==> config.mk <==
export PLATFORM = sky130hd
export DESIGN_NAME = lock_access_ctrl_flat
export DESIGN_NICKNAME = d
export VERILOG_FILES = /design/src/rtl/lock_access_ctrl_pkg.sv /design/src/rtl/lock_access_ctrl_if.sv /design/src/rtl/lock_access_ctrl_timer.sv /design/src/rtl/lock_access_ctrl.sv /design/src/flat_wrapper.sv
export SDC_FILE = /design/constraint.sdc
export NUM_CORES = 1
export LEC_CHECK = 0
export ABC_AREA = 1
export CAP_MARGIN = 20
export CORE_MARGIN = 8
export CORE_UTILIZATION = 55
export CTS_CLUSTER_SIZE = 40
export DETAILED_ROUTE_END_ITERATION = 10
export HOLD_SLACK_MARGIN = 0.03
export PLACE_DENSITY_LB_ADDON = 0.2
export SYNTH_ARGS = -nofsm -noshare
export SYNTH_HDL_FRONTEND = slang
export SYNTH_SLANG_ARGS = --single-unit
==> constraint.sdc <==
create_clock -name clk -period 3.7 [get_ports clk]
set_clock_uncertainty 0.1 [all_clocks]
set_input_delay 0.555 -clock clk [delete_from_list [all_inputs] [get_ports clk]]
set_output_delay 0.555 -clock clk [all_outputs]
set_load 0.005 [all_outputs]
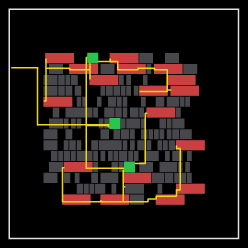
Fig. 1. Routed clock nets over the placement.
Scale: 4 px per um.
[green] clock drivers | count: 3
[red] flip-flops | count: 18
[yellow] clock wires | length: 230 um
routed clock nets: 4
clock network power: 119 uW
Clk network pwr share: 0.224
clk_lat worst skew: 300 ps

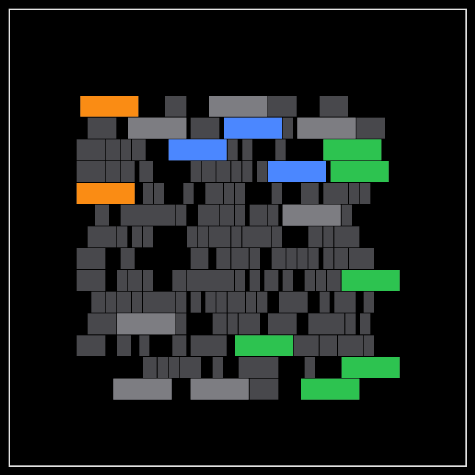
Fig. 2. Where the registers sit.
Scale: 8 px per um.
| colour | netlist name | sequential cells |
|---|---|---|
| blue | `u_core.state` | 3 |
| green | `u_core.u_timer.count` | 6 |
| orange | `u_core.bus.fail_cnt` | 2 |
sequential share of cell area: 0.3254
Seq group: 228 uW
Final Util: 0.7183

==> GITHUB_STEP_SUMMARY <==
## Implementation flow summary

| Metric | Value |
|---|---|
| Max Fclk | `401.2 MHz` |
| Startpoint Class | `primary input` |
| # nets final | `between 150 and 200` |
| Final total power | `approximately 530 uW` |
| # setup viols final | `0` |
| Fin worst setup slack | `1208 ps` |
| Die area | `3240 um2` |
| Critical Path RT | `around 3000 ps` |
| Clock buffers and inverters, area share | `0.03277` |
| MUX area fraction | `0.01087` |
| Flop area | `approximately 360 um2` |
| Worst hold path cell count | `2` |
| Stages on the worst setup path | `4` |
| Tapcells | `16` |
| Cell mode on critical path | `clkdlybuf4s50_1` |
| Placement Setup Slack | `approximately 1200 ps` |
| Core Area | `around 1500 um2` |
| Met2 Use GR | `0.1938` |
| Met3 Use GR | `0.03596` |
| Filler instances | `136` |
| Residual DRC count | `0` |
| Ant. Diodes | `0` |
| 1st-pass router iterations | `5` |
| Critical path fanouts, max | `3` |
| Adder and majority gate portion of the synthesized area | `0.02717` |
| Final Cell Area | `around 1100 um2` |
| Crit. End Element | `output pin` |
| Row cnt | `14` |
| GRT overflow | `0` |
| Synthesis area per yosys | `approximately 900 um2` |
| H-tree levels | `1` |
| Met1 usage | `0.1334` |
| Aoi share | `0.1087` |
| RSZ-0062 raised after global routing | `false` |
| CP max stage cell | `clkdlybuf4s50_1` |
| Area grow syn2layout | `20.24%` |
| Drt initial violations | `10` |
| DR WL/cell | `around 11 um` |
| Max-cap violations | `0` |
| Pwr Density | `480.5 nW/um2` |
| Layout cells sized above 1 | `0.1189` |
| # Cells Yosys | `between 100 and 150` |
| FF-to-FF path depth | `7` |
| Fraction of area in non-clock buffers | `0.1175` |
| Clock root cell | `clkbuf_4` |
| Die W | `56.92 um` |
| CTS Hold Bufs | `0` |
| Syn nets | `around 130` |
| Commonest cells post-synth | `nand2_1 (22), inv_1 (20), dfxtp_1 (18)` |
| Tmin final | `about 2500 ps` |
| AND/OR/NAND/NOR Cells, Area Fraction | `0.3166` |
| Number of enable flip-flop cells | `0` |
| Antenna violations before repair | `0` |
| Combinational gate area | `~470 um2` |
| Port buffer count | `13` |
| Placed Area | `1071 um2` |
| Via count | `~810` |
| Max stage delay on crit path | `roughly 530 ps` |
| Leakage | `between 0.0004 and 0.0005 uW` |
| Largest class | `multi-input combinational cells` |
| Post-synth ARST share | `0` |
| Largest register FFs | `6` |
| Top cell area share | `0.3913` |
| Ports | `14` |
| Unique cell types | `21` |
| Syn Inst Count | `126` |
| Main flop type | `dfxtp_1` |
| Die H | `roughly 57 um` |
| Mean post-synth cell area | `7.309 um2` |
| Average vias per placed instance | `between 5 and 6` |
| Post-synthesis sequential area ratio | `0.3913` |
| Routed length on met3 | `around 66 um` |
| Routed Wire Length | `1716 um` |
| Clock Sinks | `18` |
| Dominant comb cell | `simple AND/OR/NAND/NOR gates` |
| Bufs w/o clock | `13` |
| Antenna-violating nets left | `0` |
| Most common cell in the synthesized netlist | `nand2_1` |
| Clock Buffer Count | `4` |
| Gr usage total | `0.1180` |
| Flop count | `18` |
| DR top layer | `met4` |
| CP Class | `primary input to output pin` |
| Status | `complete, no violations` |
| GPL Wtd Cong | `between 0.8 and 0.9` |
| Clock transition at the registers of the reported paths | `around 100 ps` |
| Buf/Inv on CP | `3` |
| Critical-path cell list | `clkdlybuf4s50_1 > inv_1 > nor3_1 > clkdlybuf4s50_1` |
| Actual slew at the worst max-slew pin | `about 340 ps` |
| Worst hold path type | `flop to flop` |
| Hold slack | `roughly 370 ps` |
| Post-CTS Repair Setup Buffers | `0` |
| Nonclk inv count | `24` |
| Top Usage Layer GRT | `met2` |
| Synth Register Bits | `18` |
| Xor/xnor share | `0.04755` |
| TritonCTS Buffers | `3` |
| Period utilisation layout | `0.6736` |
| YS warnings | `0` |
| Slew HR | `0.7702` |
| FP Util | `0.5974` |
| Post-Syn Area | `920.9 um2` |
| Peak VDD IR | `roughly 0.00033 V` |
| Post-Place Cells | `roughly 160` |
| Post-CTS resize count | `0` |
| Crit path max-delay family | `buffers and inverters` |
| Pin count of the biggest net entering global routing | `11` |
| R2R Setup Slk | `around 1900 ps` |
| CTS tree | `yes` |
| Vias in the first global route | `between 800 and 900` |
| Final cell count without fillers | `between 150 and 200` |
| First-pass GRT wire length | `3208 um` |
| Area leader, netlist | `dfxtp_1` |
| DP HPWL | `about 1400 um` |
| Log Warnings | `26` |
| Comb_multi_in | `~84` |
| Met2 wire length | `between 800 and 900 um` |
| Slew Limit Fails | `0` |
| Largest cells by area after synthesis | `dfxtp_1 (39%), nand2_1 (9.0%), inv_1 (8.2%)` |
| Logic share of the area | `0.4249` |
==> cell usage in the layout, fill, tap and decap left out, types with 3 or more instances in the layout <==
master / count
nand2_1: 22
inv_1: 20
dfxtp_1: 18
nor2_1: 15
clkdlybuf4s50_1: 13
nand3_1: 8
nor3_1: 6
a21oi_1: 6
inv_2: 4
nand2_2: 4
o21ai_0: 4
nand4_1: 3
xor2_1: 3
clkbuf_4: 3
==> tightest hold or removal path: stages, from the launching register on <==
cell     delay [ps]
dfxtp_1         330
inv_1            50
a21oi_1          50
==> report_power, final <==
part	switching, uW	internal, uW
Combinational	115	70.4
Sequential	16.7	211
Clock	59.0	60.0
Total	191	341
Power and IR drop assume default switching activity.
